`config.mk`:
```
export PLATFORM = sky130hd
export DESIGN_NAME = morse_encoder
export DESIGN_NICKNAME = d
export VERILOG_FILES = /design/src/rtl/morse_pkg.sv /design/src/rtl/morse_unit_timer.sv /design/src/rtl/morse_encoder.sv
export SDC_FILE = /design/constraint.sdc
export NUM_CORES = 1
export LEC_CHECK = 0
export ABC_AREA = 1
export CAP_MARGIN = 20
export CELL_PAD_IN_SITES_DETAIL_PLACEMENT = 2
export CELL_PAD_IN_SITES_GLOBAL_PLACEMENT = 2
export CORE_UTILIZATION = 34
export DETAILED_ROUTE_END_ITERATION = 10
export GPL_TIMING_DRIVEN = 1
export PLACE_DENSITY = 0.81
export SYNTH_ARGS = -nofsm -noshare
export SYNTH_HDL_FRONTEND = slang
export SYNTH_SLANG_ARGS = --single-unit
```
`constraint.sdc`:
```
create_clock -name clk_100Mhz -period 4.1 [get_ports clk_100Mhz]
set_input_delay 1.025 -clock clk_100Mhz [delete_from_list [all_inputs] [get_ports clk_100Mhz]]
set_output_delay 1.025 -clock clk_100Mhz [all_outputs]
set_load 0.01 [all_outputs]
```
`src/rtl/morse_pkg.sv`:
```
// rtl/morse_pkg.sv - shared Morse state encoding and element/gap lengths in units.
package morse_pkg;

   typedef enum logic [1:0] {
      IDLE,
      MARK,
      GAP_ELEM,
      GAP_END
   } morse_tx_state_t;

   localparam logic [2:0] DOT_UNITS        = 3'd1;
   localparam logic [2:0] DASH_UNITS       = 3'd3;
   localparam logic [2:0] ELEM_GAP_UNITS   = 3'd1;
   localparam logic [2:0] LETTER_GAP_UNITS = 3'd3;
   localparam logic [2:0] WORD_GAP_UNITS   = 3'd7;

endpackage

```
`src/rtl/morse_unit_timer.sv`:
```
// rtl/morse_unit_timer.sv - reloadable divider producing one unit_tick per UNIT_TICKS cycles.
module morse_unit_timer #(
   parameter int UNIT_TICKS = 5_000_000
) (
   input  logic clk_100Mhz,
   input  logic reset,
   input  logic restart,
   output logic unit_tick
);

   localparam int CNT_W = (UNIT_TICKS > 1) ? $clog2(UNIT_TICKS) : 1;
   localparam logic [CNT_W-1:0] RELOAD = CNT_W'(UNIT_TICKS - 1);

   logic [CNT_W-1:0] cnt_q, cnt_d;

   assign unit_tick = (cnt_q == '0);

   // restart aligns the first tick of a new phase to a full unit
   always_comb begin
      if (restart || unit_tick) begin
         cnt_d = RELOAD;
      end else begin
         cnt_d = cnt_q - CNT_W'(1);
      end
   end

   always_ff @(posedge clk_100Mhz) begin
      if (reset) begin
         cnt_q <= '0;
      end else begin
         cnt_q <= cnt_d;
      end
   end

endmodule

```
`src/rtl/morse_encoder.sv`:
```
// rtl/morse_encoder.sv - accepts one Morse symbol per handshake and keys it out with unit timing.
module morse_encoder
   import morse_pkg::*;
#(
   parameter int UNIT_TICKS = 5_000_000,
   parameter int MAX_ELEMS  = 5
) (
   input  logic                 clk_100Mhz,
   input  logic                 reset,
   input  logic                 sym_valid,
   output logic                 sym_ready,
   input  logic [2:0]           sym_len,
   input  logic [MAX_ELEMS-1:0] sym_bits,
   input  logic                 sym_word_gap,
   output logic                 key_out,
   output logic                 busy
);

   localparam int IDX_W = (MAX_ELEMS > 1) ? $clog2(MAX_ELEMS) : 1;
   localparam logic [2:0] MAX_LEN = 3'(MAX_ELEMS);

   morse_tx_state_t      state_q, state_d;
   logic [IDX_W-1:0]     idx_q, idx_d;
   logic [2:0]           len_q, len_d;
   logic [MAX_ELEMS-1:0] bits_q, bits_d;
   logic                 word_gap_q, word_gap_d;
   logic [2:0]           units_q, units_d;
   logic                 key_out_q, key_out_d;
   logic                 sym_ready_q, sym_ready_d;

   logic                 restart;
   logic                 unit_tick;
   logic                 phase_end;
   logic [2:0]           len_clamped;
   logic [2:0]           idx_ext;
   logic [IDX_W-1:0]     idx_next;

   morse_unit_timer #(.UNIT_TICKS(UNIT_TICKS)) u_timer (
      .clk_100Mhz (clk_100Mhz),
      .reset      (reset),
      .restart    (restart),
      .unit_tick  (unit_tick)
   );

   assign len_clamped = (sym_len > MAX_LEN) ? MAX_LEN : sym_len;
   assign idx_ext     = 3'(idx_q);
   assign idx_next    = idx_q + IDX_W'(1);
   assign phase_end   = unit_tick && (units_q == 3'd1);

   always_comb begin
      state_d    = state_q;
      idx_d      = idx_q;
      len_d      = len_q;
      bits_d     = bits_q;
      word_gap_d = word_gap_q;
      units_d    = (unit_tick && units_q > 3'd1) ? units_q - 3'd1 : units_q;
      restart    = 1'b0;

      unique case (state_q)
         IDLE: begin
            if (sym_valid && sym_ready_q) begin
               restart    = 1'b1;
               idx_d      = '0;
               len_d      = len_clamped;
               bits_d     = sym_bits;
               word_gap_d = sym_word_gap;
               if (len_clamped != 3'd0) begin
                  state_d = MARK;
                  units_d = sym_bits[0] ? DASH_UNITS : DOT_UNITS;
               end else begin
                  state_d = GAP_END;
                  units_d = sym_word_gap ? WORD_GAP_UNITS : LETTER_GAP_UNITS;
               end
            end
         end
         MARK: begin
            if (phase_end) begin
               restart = 1'b1;
               if (idx_ext == len_q - 3'd1) begin
                  state_d = GAP_END;
                  units_d = word_gap_q ? WORD_GAP_UNITS : LETTER_GAP_UNITS;
               end else begin
                  state_d = GAP_ELEM;
                  units_d = ELEM_GAP_UNITS;
               end
            end
         end
         GAP_ELEM: begin
            if (phase_end) begin
               restart = 1'b1;
               idx_d   = idx_next;
               state_d = MARK;
               units_d = bits_q[idx_next] ? DASH_UNITS : DOT_UNITS;
            end
         end
         GAP_END: begin
            if (phase_end) begin
               state_d = IDLE;
            end
         end
         default: state_d = IDLE;
      endcase

      // outputs follow the next state so they are registered alongside it
      key_out_d   = (state_d == MARK);
      sym_ready_d = (state_d == IDLE);
   end

   always_ff @(posedge clk_100Mhz) begin
      if (reset) begin
         state_q     <= IDLE;
         idx_q       <= '0;
         len_q       <= '0;
         bits_q      <= '0;
         word_gap_q  <= 1'b0;
         units_q     <= '0;
         key_out_q   <= 1'b0;
         sym_ready_q <= 1'b1;
      end else begin
         state_q     <= state_d;
         idx_q       <= idx_d;
         len_q       <= len_d;
         bits_q      <= bits_d;
         word_gap_q  <= word_gap_d;
         units_q     <= units_d;
         key_out_q   <= key_out_d;
         sym_ready_q <= sym_ready_d;
      end
   end

   assign key_out   = key_out_q;
   assign sym_ready = sym_ready_q;
   assign busy      = ~sym_ready_q;

endmodule

```
==> run notes, run 1 <==
Status on the layout run. Part of the total power dissipated in combinational logic landed at 0.296. Between clock sinks in the finished design, the worst skew comes to 0.00473 ns. Via density per instance landed at 4.94. Synthesized area per cell landed at approximately 7.4 um^2. Async set-or-reset flop fraction in the synthesized netlist landed at 0. The flow reports power dissipated in sequential cells as around 500 uW.

STA classifies the critical path endpoint as a flip-flop. Per the gpl log, the routability congestion estimate is 0.720. Routed wire length on met3 landed at ~94 um.

Worst path setup slack after routing landed at 1.64 ns. For reference, the critical path is launched at sym_valid. Hold-fix buffer count after cts landed at 0.

The cell-mix breakdown from Yosys lists the XOR/XNOR area share as 0.0758. Yosys stat counts 314 cells in the synthesized netlist. Count of clock tree sinks landed at 42. Per the run report, area growth between synthesis and finish was 13.9%. The path class of the tightest hold or removal check is reg -> reg. The setup path with the least slack is of type in -> reg.

Endpoints with negative setup slack in the final report add up to 0. Compound-gate portion of the synthesized area landed at 0.126. For this design, the slowest cell found on the critical path is clkdlybuf4s50_1. In this run, synthesis inferred 0 flip-flops with an integrated enable. Final-report max-slew violation count landed at 0. Looking at the hold checks, the worst path lands on bits_q[1].

From bottom edge to top edge, the die measures 84.4 um. Fraction of the yosys area taken by sequential cells landed at 0.364. Met2 layer wire length in the routed design landed at 3350 um.

In this run the critical register-to-register path is launched from state_q[0]. The highest metal layer carrying signal wires in the routed design is met4. Final total negative setup slack landed at 0 ns. The tree is rooted in a clkbuf_8. Note, the detailed placer reported a final HPWL of 4640 um.

According to the floorplan report, the total die area is 7130 um^2. After detailed placement, the design holds a cell count of 400. Pin count of the biggest net entering global routing landed at 24. Number of fillers in the final layout landed at 772. Per the synthesis report, the adder-cell share of the synthesized area is 0.0488.

OpenROAD emitted warnings numbering 30. Per the final layout report, the fraction of cells sized above drive strength 1 comes to 0.124. Delay contributed by the slowest stage of the critical path landed at 0.46 ns. The net count of the finished layout is 351. Prior to clock tree synthesis, the placed netlist has a worst setup slack of 1.31 ns. Per the repair_timing log after CTS, setup buffers inserted total 0. The slew check shows that the tightest pin keeps a relative margin of 0.735.

Number of buffers on the longest clock path landed at 2. After detailed routing, the average wire length per cell comes to 15.1 um. Post-synthesis cell count landed at between 300 and 400. Instance count on the critical path landed at 8.

The run finished with clean final reports. Looking at the critical path, the highest net fanout was 15. Per report_power, the Combinational row totals 350 uW.

Measured along the x axis, the die boundary spans 84.4 um. Post-detailed-route DRC marker count landed at 0. Post-route antenna net violation count landed at 0. Reported leakage power landed at around 1.2 nW. Of the post-synthesis cell area, the part taken by muxes is 0. Fraction of power consumed by sequential logic landed at 0.424. The first global-routing pass estimated roughly 11000 um of wire. Pin slew with the least headroom to its limit landed at 0.396 ns.

Number of gates given a new drive strength after cts landed at 0. Clock tree synthesis inserted a total of 5 buffers. According to the timing report, the critical path is captured at idx_ext[0].

Per the summary, power density relative to cell area is 450 nW/um^2. The power report puts the net switching power at 410 uW. Core region area landed at 6460 um^2.

Count of different cell masters after synthesis landed at 34. The cell-mix breakdown from Yosys lists the simple-gate area share as 0.296. In the floorplan report the effective utilization is 0.358. In the power breakdown, the biggest contributor is registers. The switching portion of total power comes to 0.347.

The run reported a max-capacitance violation count of 0. Per the skew report, the later register of the worst-skew pair sees a clock latency of 0.29 ns. Time the final worst path needs with I/O delays and setup landed at 2.46 ns. When the netlist entered floorplanning its net count stood at 335. Cell depth of the worst hold path landed at 2.
run 1: cell type report:
type,count,area (um^2),share of cell area
clock buffers,6,72.6,0.0276
repair buffers,15,148,0.0561
clock inverters,2,37.5,0.0143
flip-flops and latches,42,841,0.320
inverters,46,173,0.0657
well taps,77,96.3,0.0366
multi-input cells,220,1260,0.480
run 1: sequential cells by signal, indices dropped and copies added (netlist names):
| name | count |
|---|---|
| bits_q | 5 |
| idx_ext | 3 |
| key_out | 1 |
| len_q | 3 |
| state_q | 2 |
| sym_ready | 1 |
| u_timer.cnt_q | 23 |
| units_q | 3 |
| word_gap_q | 1 |
run 1: worst reg2reg max path, delay by kind of cell (launching register included):
| family | cells | cell delay, ns |
|---|---|---|
| adders and majority gates | 1 | 0.35 |
| buffers and inverters | 3 | 0.39 |
| DFF | 1 | 0.34 |
| AOI/OAI and AO/OA | 4 | 0.66 |
| and+or+nand+nor | 1 | 0.22 |
run 1: synth_stat cells, drive strengths merged (2+ instances only):
cell type,n,share of area
nand2,63,0.11
inv,46,0.075
nor2,45,0.10
dfxtp,42,0.36
o21ai,29,0.063
a21oi,19,0.041
nand3,15,0.040
xnor2,12,0.046
ha,9,0.049
xor2,8,0.030
nand4,5,0.020
or2,5,0.014
clkbuf,4,0.0076
nor3,3,0.0065
buf,2,0.0070
run 1: routing by layer:
layer / track usage / up-vias
li1: - / 1023
met1: 0.211 / 972
met2: 0.383 / 14
met3: 0.0354 / 7
met4: 0.0416 / 0
met5: 0 / -
run 1: through the flow:
step	area (um^2)	util	hold WS [ns]
2_1_floorplan	2310	-	0.425
3_3_place_gp	2520	0.390	0.444
3_5_place_dp	2520	0.390	0.460
4_1_cts	2630	0.407	0.475
5_1_grt	2630	0.407	0.497
6_report	2630	0.407	0.463
Run 1, metal 1:
Drawn at 6 px/um. Supply wires on this layer in grey. Cells faint in the background.
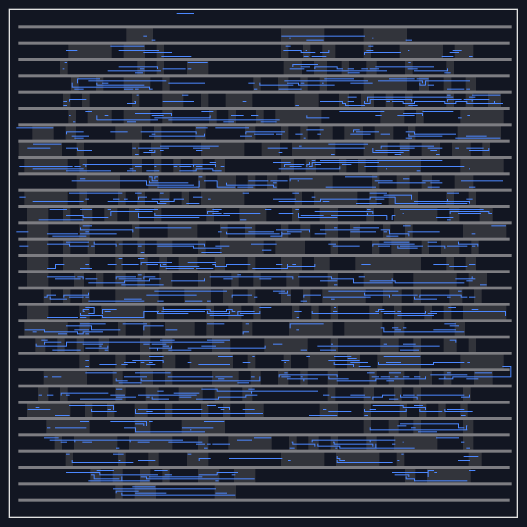
The longest straight run is 26.2 um. The wires run mostly horizontal. 331 nets have wire on it.
M1 GR Usage: 0.211
routed wire length: 6140 um
routed vias: 2016

Run 1, met2 routing:
Drawn at 6 px/um.
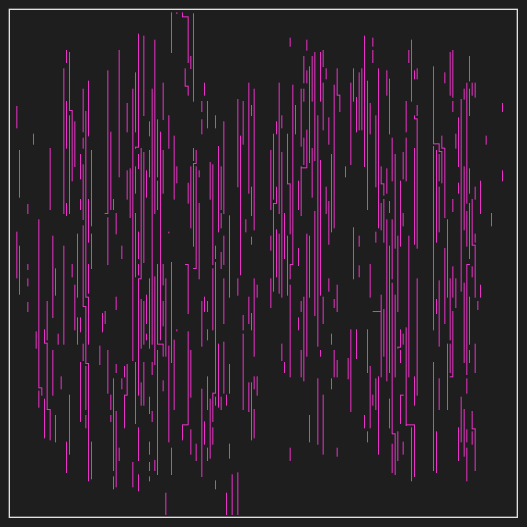
The longest straight run is 45.2 um. 317 nets have wire on it.
met2 demand-to-capacity share in global routing: 0.383

Run 1, met3 routing:
Drawn at 6 px/um. Cells faint in the background.
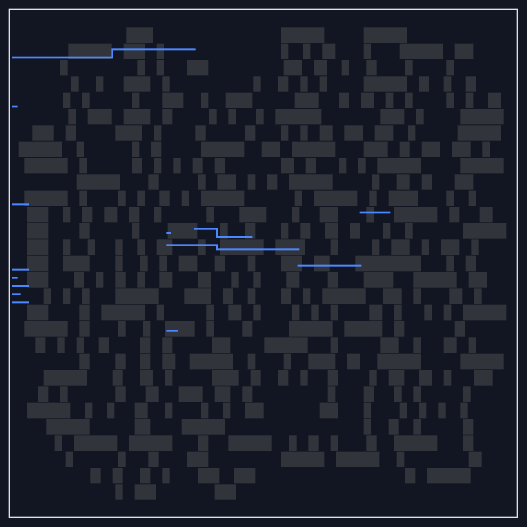
The longest straight run is 16.6 um. The layer carries 94.7 um of wire.

==> run 2, diff against run 1 <==
==> constraint.sdc (replaced) <==
create_clock -name clk_100Mhz -period 2.4 [get_ports clk_100Mhz]
set_input_delay 0.6 -clock clk_100Mhz [delete_from_list [all_inputs] [get_ports clk_100Mhz]]
set_output_delay 0.6 -clock clk_100Mhz [all_outputs]
set_load 0.01 [all_outputs]
Run 2, congestion heat map:
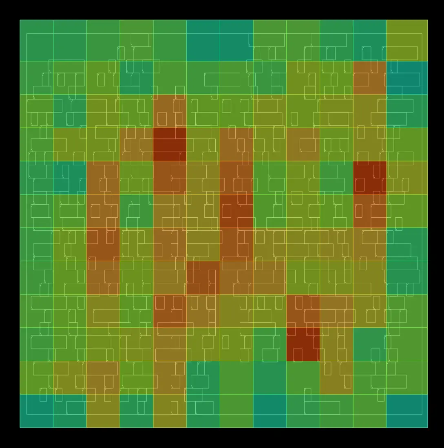
global route hottest layer: met2
overall fraction of global-route tracks in use: 0.189
M1 GR Usage: 0.211
met3 Use GR: 0.0393

Run 2, met3 routing:
Drawn at 6 px/um. Cells faint in the background.
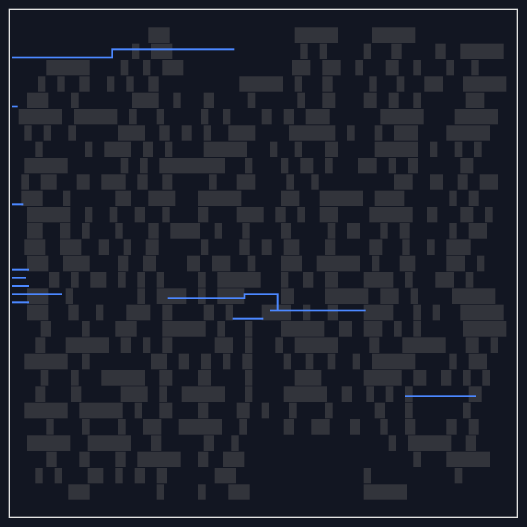
The layer carries 112 um of wire. The wires run mostly horizontal.

Run 2, clock distribution:
Drawn at 3 px/um.
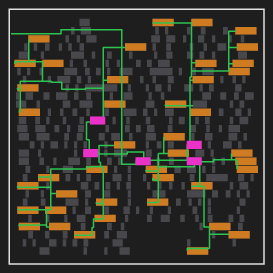
Green is clock wires, length 593 um. Orange is flip-flops, count 42. Magenta is cells driving clock nets, count 5.
There are 6 routed clock nets. Position of the flops: widely spread.
clock network power: 573 uW
clock share of power: 0.281
clock network latency to the later pin of the worst-skew pair: 0.29 ns
final worst clock skew: 0.00677 ns

==> run 2 against run 1 <==
Net effect:
- synthesized cell count is the same
- clock power grew 73%
- register-to-register slack lost 1.7 ns
- worst setup slack lost 1.2 ns
- clock-buffer cell count is the same
- wire length shrank 1.9%
- first-iteration DRC count shrank 32%
- largest power group unchanged
- design area grew 1.2%
- critical path type is now reg -> reg
- hold slack lost 0.0043 ns
- clock skew grew 0.0020 ns
==> run notes, run 2 <==
Status on the layout run. Result of the run: completed (unchanged). Top cells by instance count after synthesis: nand2_1, dfxtp_1, inv_1, nor2_1, a21oi_1 (unchanged). The pin count of the biggest net entering global routing was 14 (was 24). The length of the first detailed-routing pass in iterations came to 4 (unchanged). The family of cells with the greatest summed delay on the critical path is simple AND/OR/NAND/NOR gates (was AND-OR/OR-AND gates).

The hold-fix buffer count after cts came to 0 (unchanged). RSZ-0062 raised after global routing: no (unchanged). The post-synthesis mux area share is 0 (unchanged).

The routed length per instance is 14.7 um (was 15.1 um). Worst endpoint data arrival time landed at 2.23 ns (was 2.66 ns). The leading cell type in the layout, fill and taps excluded was nand2_1 (unchanged).

The count of state elements after synthesis came to 42 (unchanged). The via density per instance was 4.98 (was 4.94). Tightest hold margin landed at 0.459 ns (was 0.463 ns). The final RePlAce weighted congestion is 0.733 (was 0.720).

Synthesized-area fraction occupied by adder cells landed at 0.0488 (unchanged). Biggest regs: u_timer.cnt_q (23), bits_q (5) (unchanged). The post-detailed-route DRC marker count is 0 (unchanged). The count of different cell masters after synthesis came to 34 (unchanged). The CTS root buffer is clkbuf_8 (unchanged). The number of top-level pins came to 15 (unchanged). The via count of the first global-routing pass came to 2311 (was 2312). The number of flip-flops in the largest register was 23 (unchanged). The most area-hungry cell type in the Yosys netlist was dfxtp_1 (unchanged). The y dimension of the die was 84.4 um (unchanged). Required time of the critical path landed at 2.64 ns (was 4.30 ns). Top-area cell type share of the netlist area landed at 0.364 (unchanged).

The slowest cell on the critical path is dfxtp_1 (was clkdlybuf4s50_1). The horizontal extent of the die is 84.4 um (unchanged). The critical-path maximum fanout is 12 (was 15).

Top cells by area in the synthesized netlist: dfxtp_1, nand2_1, inv_1 (unchanged). The number of gates given a new drive strength after cts is 0 (unchanged). The final setup violation count came to 0 (unchanged).

The count of flip-flops with a built-in enable after synthesis is 0 (unchanged). Total number of yosys warnings landed at 0 (unchanged). Worst max-slew margin expressed relative to the limit landed at 0.751 (was 0.735). The number of cell rows came to 29 (unchanged). The yosys cell count was 314 (unchanged). The number of buffers on the longest clock path was 2 (unchanged). OpenROAD warning count landed at 30 (unchanged). Worst path setup slack after routing landed at 0.405 ns (was 1.64 ns).

The dominant cell type by count on the critical path was nand2_2 (was o21ai_0). The routed design could run at a clock period as short as 2.00 ns. Final-report max-slew violation count landed at 0 (unchanged). The power per unit of standard cell area came to 766 nW/um^2 (was 450 nW/um^2).

First-pass GRT wire length landed at 10600 um (was 10800 um). The kind of critical path was reg -> reg (was in -> reg). The critical path startpoint category is a flip-flop (was input pin). The area share of and/or/nand/nor cells after synthesis is 0.296 (unchanged). The endpoint type of the worst setup path is a flip-flop (unchanged). The peak ir drop on the vdd network is 0.228 mV (was 0.147 mV). The kind of path behind the tightest hold check is reg -> reg (unchanged). Number of setup buffers added after CTS landed at 0 (unchanged). The slack of the worst reg-to-reg path is 0.40 ns (was 2.06 ns). Cell depth of the worst hold path landed at 2 (unchanged). Pin slew with the least headroom to its limit landed at 0.371 ns (was 0.396 ns). The cell area after technology mapping was 2310 um^2 (unchanged). The number of nets in the final layout is 355 (was 351). The clock tree from TritonCTS is done (unchanged). The H-tree depth came to 2 (unchanged). Final period utilization landed at 0.831. Reported leakage power landed at 1.20 nW (was 1.17 nW). The leading cell type by number of instances after synthesis is nand2_1 (unchanged). The synthesized area per cell was 7.36 um^2 (unchanged).

The terminating pin of the worst hold path is bits_q[3] (was bits_q[1]). The most flop-heavy register is u_timer.cnt_q (unchanged). Overall overflow remaining after global route landed at 0 (unchanged). Top achievable clock speed landed at 501 MHz.

The fraction of layout instances using a drive strength above 1 was 0.135 (was 0.124). Top Layout Cells: nand2_1, dfxtp_1, inv_1 (unchanged). The floorplan net count was 335 (unchanged). Antenna diode count landed at 0 (unchanged). Fraction of the yosys area taken by sequential cells landed at 0.364 (unchanged). The clock-pin slew of the registers on the worst-case setup and hold paths came to 0.08 ns (about the same). The worst slack at placement is 0.238 ns (was 1.31 ns).

The number of clock buffers inserted by TritonCTS is 5 (unchanged). The aggregate routed wire length came to 6030 um (was 6140 um). The number of max-capacitance violations reported was 0 (unchanged).

The biggest combinational cell group after synthesis is simple AND/OR/NAND/NOR gates (unchanged). The final total negative setup slack was 0 ns (unchanged). The instance count on the critical path came to 12 (was 8). The async set-or-reset flop fraction in the synthesized netlist came to 0 (unchanged). The DRC violation total after the first TritonRoute iteration came to 23 (was 34). Area of the chip landed at 7130 um^2 (unchanged). Count of clock tree sinks landed at 42 (unchanged). Delay contributed by the slowest stage of the critical path landed at 0.31 ns (was 0.46 ns). The post-route antenna net violation count was 0 (unchanged). The number of input and output port buffers inserted was 14 (unchanged). The startpoint of the lowest-slack register-to-register path was u_timer.cnt_q[0] (was state_q[0]). The xor/xnor cell area share of the yosys netlist came to 0.0758 (unchanged).

The standard cell area after detailed placement is 2550 um^2 (was 2520 um^2). The overall power is 2.04 mW (was 1.18 mW). Met2 layer usage reported by global route landed at 0.367 (was 0.383). Worst-path cell chain: inv_1 > ha_1 > nand3_4 > nor2_8 > nand4_4 > inv_2 > nand2_2 > nand2_2 > nand2_2 > nand2_2 > o21ai_0 > inv_1 (was clkdlybuf4s50_1 > nand2_1 > nor2_4 > inv_2 > o21ai_0 > a21boi_2 > o21ai_0 > o211a_1). The via count came to 2048 (was 2016). The fraction of the core area occupied by cells at floorplan came to 0.358 (unchanged). Final standard cell area without fillers landed at 2660 um^2 (was 2630 um^2). The compound-gate portion of the synthesized area came to 0.126 (unchanged). The area overhead of the layout relative to synthesis is 15.3% (was 13.9%).

Post-synthesis cell count landed at 314 (unchanged). Hold violation total from the final report landed at 0 (unchanged). The core region area is 6460 um^2 (unchanged).

HPWL after detailed placement landed at 4680 um (was 4640 um).
## run 2: cell count changes in the layout (fill, tap and decap cells not counted), sizes merged
cell and change:
clkinvlp -1, buf +4
## run 2: worst max-delay path by stage
stage,to,start,slack (ns)
after floorplan,idx_ext[0],state_q[0],0.78
after global placement,sym_ready,sym_valid,0.31
after detailed placement,sym_ready,sym_valid,0.24
after CTS,u_timer.cnt_q[8],u_timer.cnt_q[0],0.35
after global routing,u_timer.cnt_q[8],u_timer.cnt_q[0],0.22
final,u_timer.cnt_q[8],u_timer.cnt_q[0],0.40
## run 2: metal layers
layer / routed length, um / part of all wire / up-vias
li1: - / - / 1031
met1: 2630 / 0.44 / 1002
met2: 3240 / 0.54 / 13
met3: 111 / 0.018 / 2
met4: 44 / 0.0073 / 0
met5: 0 / 0 / -
## run 2: per-stage QoR
| stage | cells | util |
|---|---|---|
| global placement | 404 | 0.395 |
| global route | 411 | 0.412 |
| detailed placement | 404 | 0.395 |
| CTS | 411 | 0.412 |
| finish | 411 | 0.412 |
| floorplan | 314 | - |
## run 2: area by class of cell
cell class	instances	area, um^2
clock buffers	6	82.6
clock inverters	1	30.0
fillers	800	3800
inverters	46	173
multi-input cells	220	1260
flip-flops and latches	42	841
well taps	77	96.3
repair buffers	19	178
## run 2: cells by family (layout without fill, tap and decap cells)
logic type                 count (synthesis)  in the layout
buffers and inverters                     52             72
and+or+nand+nor                          137            137
DFF                                       42             42
AOI/OAI and AO/OA                         54             54
adders and majority gates                  9              9
xor gates and xnor gates                  20             20
## run 2: power breakdown
part | switching (mW) | internal [mW] | leakage, nW
Combinational | 0.373 | 0.235 | 0.796
Sequential | 0.0747 | 0.784 | 0.346
Clock | 0.240 | 0.333 | 0.0573
Total | 0.687 | 1.35 | 1.20
==> run 3, diff against run 2 <==
==> constraint.sdc (replaced) <==
create_clock -name clk_100Mhz -period 2 [get_ports clk_100Mhz]
set_input_delay 0.5 -clock clk_100Mhz [delete_from_list [all_inputs] [get_ports clk_100Mhz]]
set_output_delay 0.5 -clock clk_100Mhz [all_outputs]
set_load 0.01 [all_outputs]
Run 3, metal 1:
Drawn at 6 px/um. Supply wires on this layer in grey. Cells faint in the background.
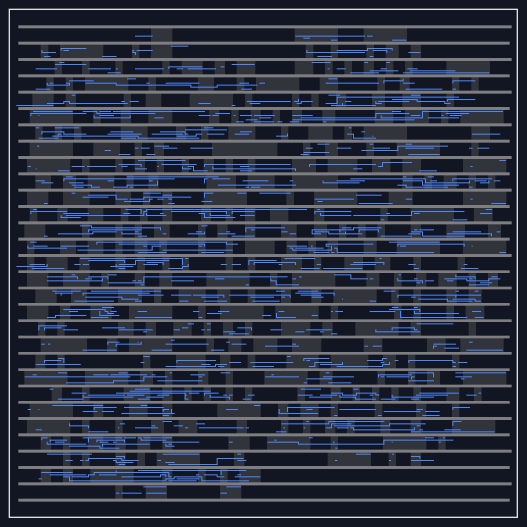
The layer carries 2620 um of wire. 338 nets have wire on it. The longest straight run is 26.7 um.

Run 3, clock distribution:
Drawn at 3 px/um.
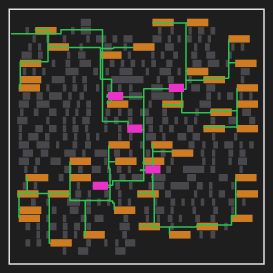
Green is clock wires, length 575 um. Orange is flip-flops, count 42. Magenta is cells driving clock nets, count 5.
There are 6 routed clock nets. Position of the flops: widely spread.

Run 3, met2 routing:
Drawn at 6 px/um.
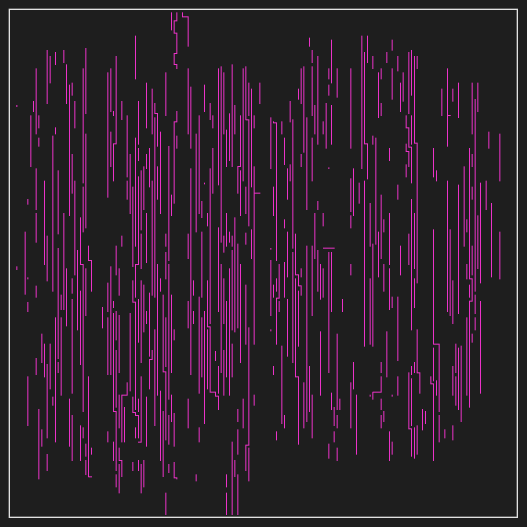
The wires run mostly vertical. The longest straight run is 34.3 um.

==> run 3 against run 2 <==
Net effect:
- core utilization rose by 0.79 points
- register-to-register slack worse by 0.25 ns
- die area unchanged
- total power up 21%
- critical endpoint is now u_timer.cnt_q[6]
- largest power group unchanged
==> run notes, run 3 <==
Status on the layout run. Number of cell rows landed at 29 (unchanged). The startpoint of the lowest-slack register-to-register path is u_timer.cnt_q[0] (unchanged). The standard cell area after detailed placement came to 2590 um^2 (was 2550 um^2). The critical path launch point is u_timer.cnt_q[0] (unchanged). The area overhead of the layout relative to synthesis came to 17.5% (was 15.3%). The OpenROAD warning count is 31 (was 30). The count of different cell masters after synthesis was 34 (unchanged). The fraction of the core area occupied by cells at floorplan was 0.358 (unchanged).

The number of input and output port buffers inserted was 14 (unchanged). Reported leakage power landed at 1.22 nW (was 1.20 nW). Number of gates given a new drive strength after cts landed at 1 (was 0). Horizontal extent of the die landed at 84.4 um (unchanged). The final period utilization was 0.925 (was 0.831). The leading cell type by number of instances after synthesis was nand2_1 (unchanged). The pin slew with the least headroom to its limit came to 0.363 ns (was 0.371 ns).

Number of flip-flops in the largest register landed at 23 (unchanged). The async set-or-reset flop fraction in the synthesized netlist is 0 (unchanged). Count of clock tree sinks landed at 42 (unchanged).

The cell area after technology mapping is 2310 um^2 (unchanged). Number of setup buffers added after CTS landed at 0 (unchanged). The core region area is 6460 um^2 (unchanged). Number of fillers in the final layout landed at 774 (was 800).

Fraction of layout instances using a drive strength above 1 landed at 0.153 (was 0.135). The final setup violation count was 0 (unchanged). Area of the chip landed at 7130 um^2 (unchanged). The number of clock buffers inserted by TritonCTS was 5 (unchanged).

The post-synthesis cell count came to 314 (unchanged). Biggest regs: u_timer.cnt_q (23), bits_q (5) (unchanged). The H-tree depth was 2 (unchanged).

Met2 layer wire length in the routed design landed at 3390 um (was 3240 um). The critical path startpoint category was a flip-flop (unchanged). Result of the run: completed (unchanged). The yosys cell count was 314 (unchanged). Top-area cell type share of the netlist area landed at 0.364 (unchanged).

Floorplan net count landed at 335 (unchanged). The relative contribution of the clock network to total power is 0.279 (was 0.281). Count of state elements after synthesis landed at 42 (unchanged).

The power drawn by the sequential cells came to 1.03 mW (was 859 uW). The peak ir drop on the vdd network was 0.336 mV (was 0.228 mV). Hold-fix buffer count after cts landed at 0 (unchanged).

Top cells by instance count after synthesis: nand2_1, dfxtp_1, inv_1, nor2_1, a21oi_1 (unchanged). The routed metal-1 wirelength came to 2620 um (was 2630 um). The synthesized area per cell is 7.36 um^2 (unchanged). Length of the first detailed-routing pass in iterations landed at 4 (unchanged). The post-route antenna net violation count is 0 (unchanged). The power per unit of standard cell area was 910 nW/um^2 (was 766 nW/um^2). The post-detailed-route DRC marker count was 0 (unchanged).

Total global routing track utilization landed at 0.192 (was 0.189). The clock skew was 0.00720 ns (was 0.00677 ns). The HPWL after detailed placement was 4850 um (was 4680 um).

Switching share of power landed at 0.337 (about the same). Number of max-capacitance violations reported landed at 0 (unchanged). The worst max-slew margin expressed relative to the limit came to 0.758 (was 0.751). The hold violation total from the final report came to 0 (unchanged). Part of the total power dissipated in combinational logic landed at 0.304 (was 0.298). The largest power group was registers (unchanged). The most flop-heavy register is u_timer.cnt_q (unchanged). The via density per instance is 4.94 (was 4.98). Critical-path maximum fanout landed at 10 (was 12).

Final-report max-slew violation count landed at 0 (unchanged).
[run 3: cell families (layout without fill, tap and decap cells)]
| family | after synthesis | count (layout) | synth area share |
|---|---|---|---|
| buf+inv | 52 | 77 | 0.0894 |
| fa+ha+maj | 9 | 9 | 0.0488 |
| simple gates | 137 | 137 | 0.296 |
| xor+xnor | 20 | 20 | 0.0758 |
| flops | 42 | 42 | 0.364 |
| compound gates | 54 | 54 | 0.126 |
[run 3: critical path: stages (launching register included)]
cell and delay [ns]:
dfxtp_1 0.31, inv_1 0.12, ha_2 0.25, nand3_4 0.13, nor2_8 0.17, nand4_4 0.16
inv_2 0.13, nand2_2 0.06, nand2_2 0.06, nand2_2 0.08, nand3_2 0.21, nor2_1 0.07
[run 3: area by class of cell]
class / instances / share of cell area
clock buffers: 6 / 0.0304
clock inverters: 1 / 0.0111
inverters: 46 / 0.0636
multi-input cells: 220 / 0.470
flip-flops and latches: 42 / 0.310
well taps: 77 / 0.0355
repair buffers: 24 / 0.0793
[run 3: per-stage QoR]
step	worst slack, ns	setup TNS, ns	instances	util
after CTS	0.0626	0	416	0.419
after global routing	-0.0120	-0.0259	416	0.420
final	0.150	0	416	0.420
after floorplan	0.383	0	314	-
after global placement	0.0598	0	409	0.401
after detailed placement	-0.00219	-0.00219	409	0.401
[run 3: final timing paths]
kind                                          to  slack (ns)  cells after the start
worst max-delay path            u_timer.cnt_q[6]        0.15                     11
worst min register to register         bits_q[3]        0.47                      2
worst max register to register  u_timer.cnt_q[6]        0.15                     11
worst min-delay path                   bits_q[3]        0.47                      2
[run 3: layer usage]
layer / track usage / vias up
met5: 0 / -
met4: 0.0462 / 0
met3: 0.0295 / 6
met2: 0.384 / 15
met1: 0.210 / 998
li1: - / 1037
Power and IR drop assume default switching activity.
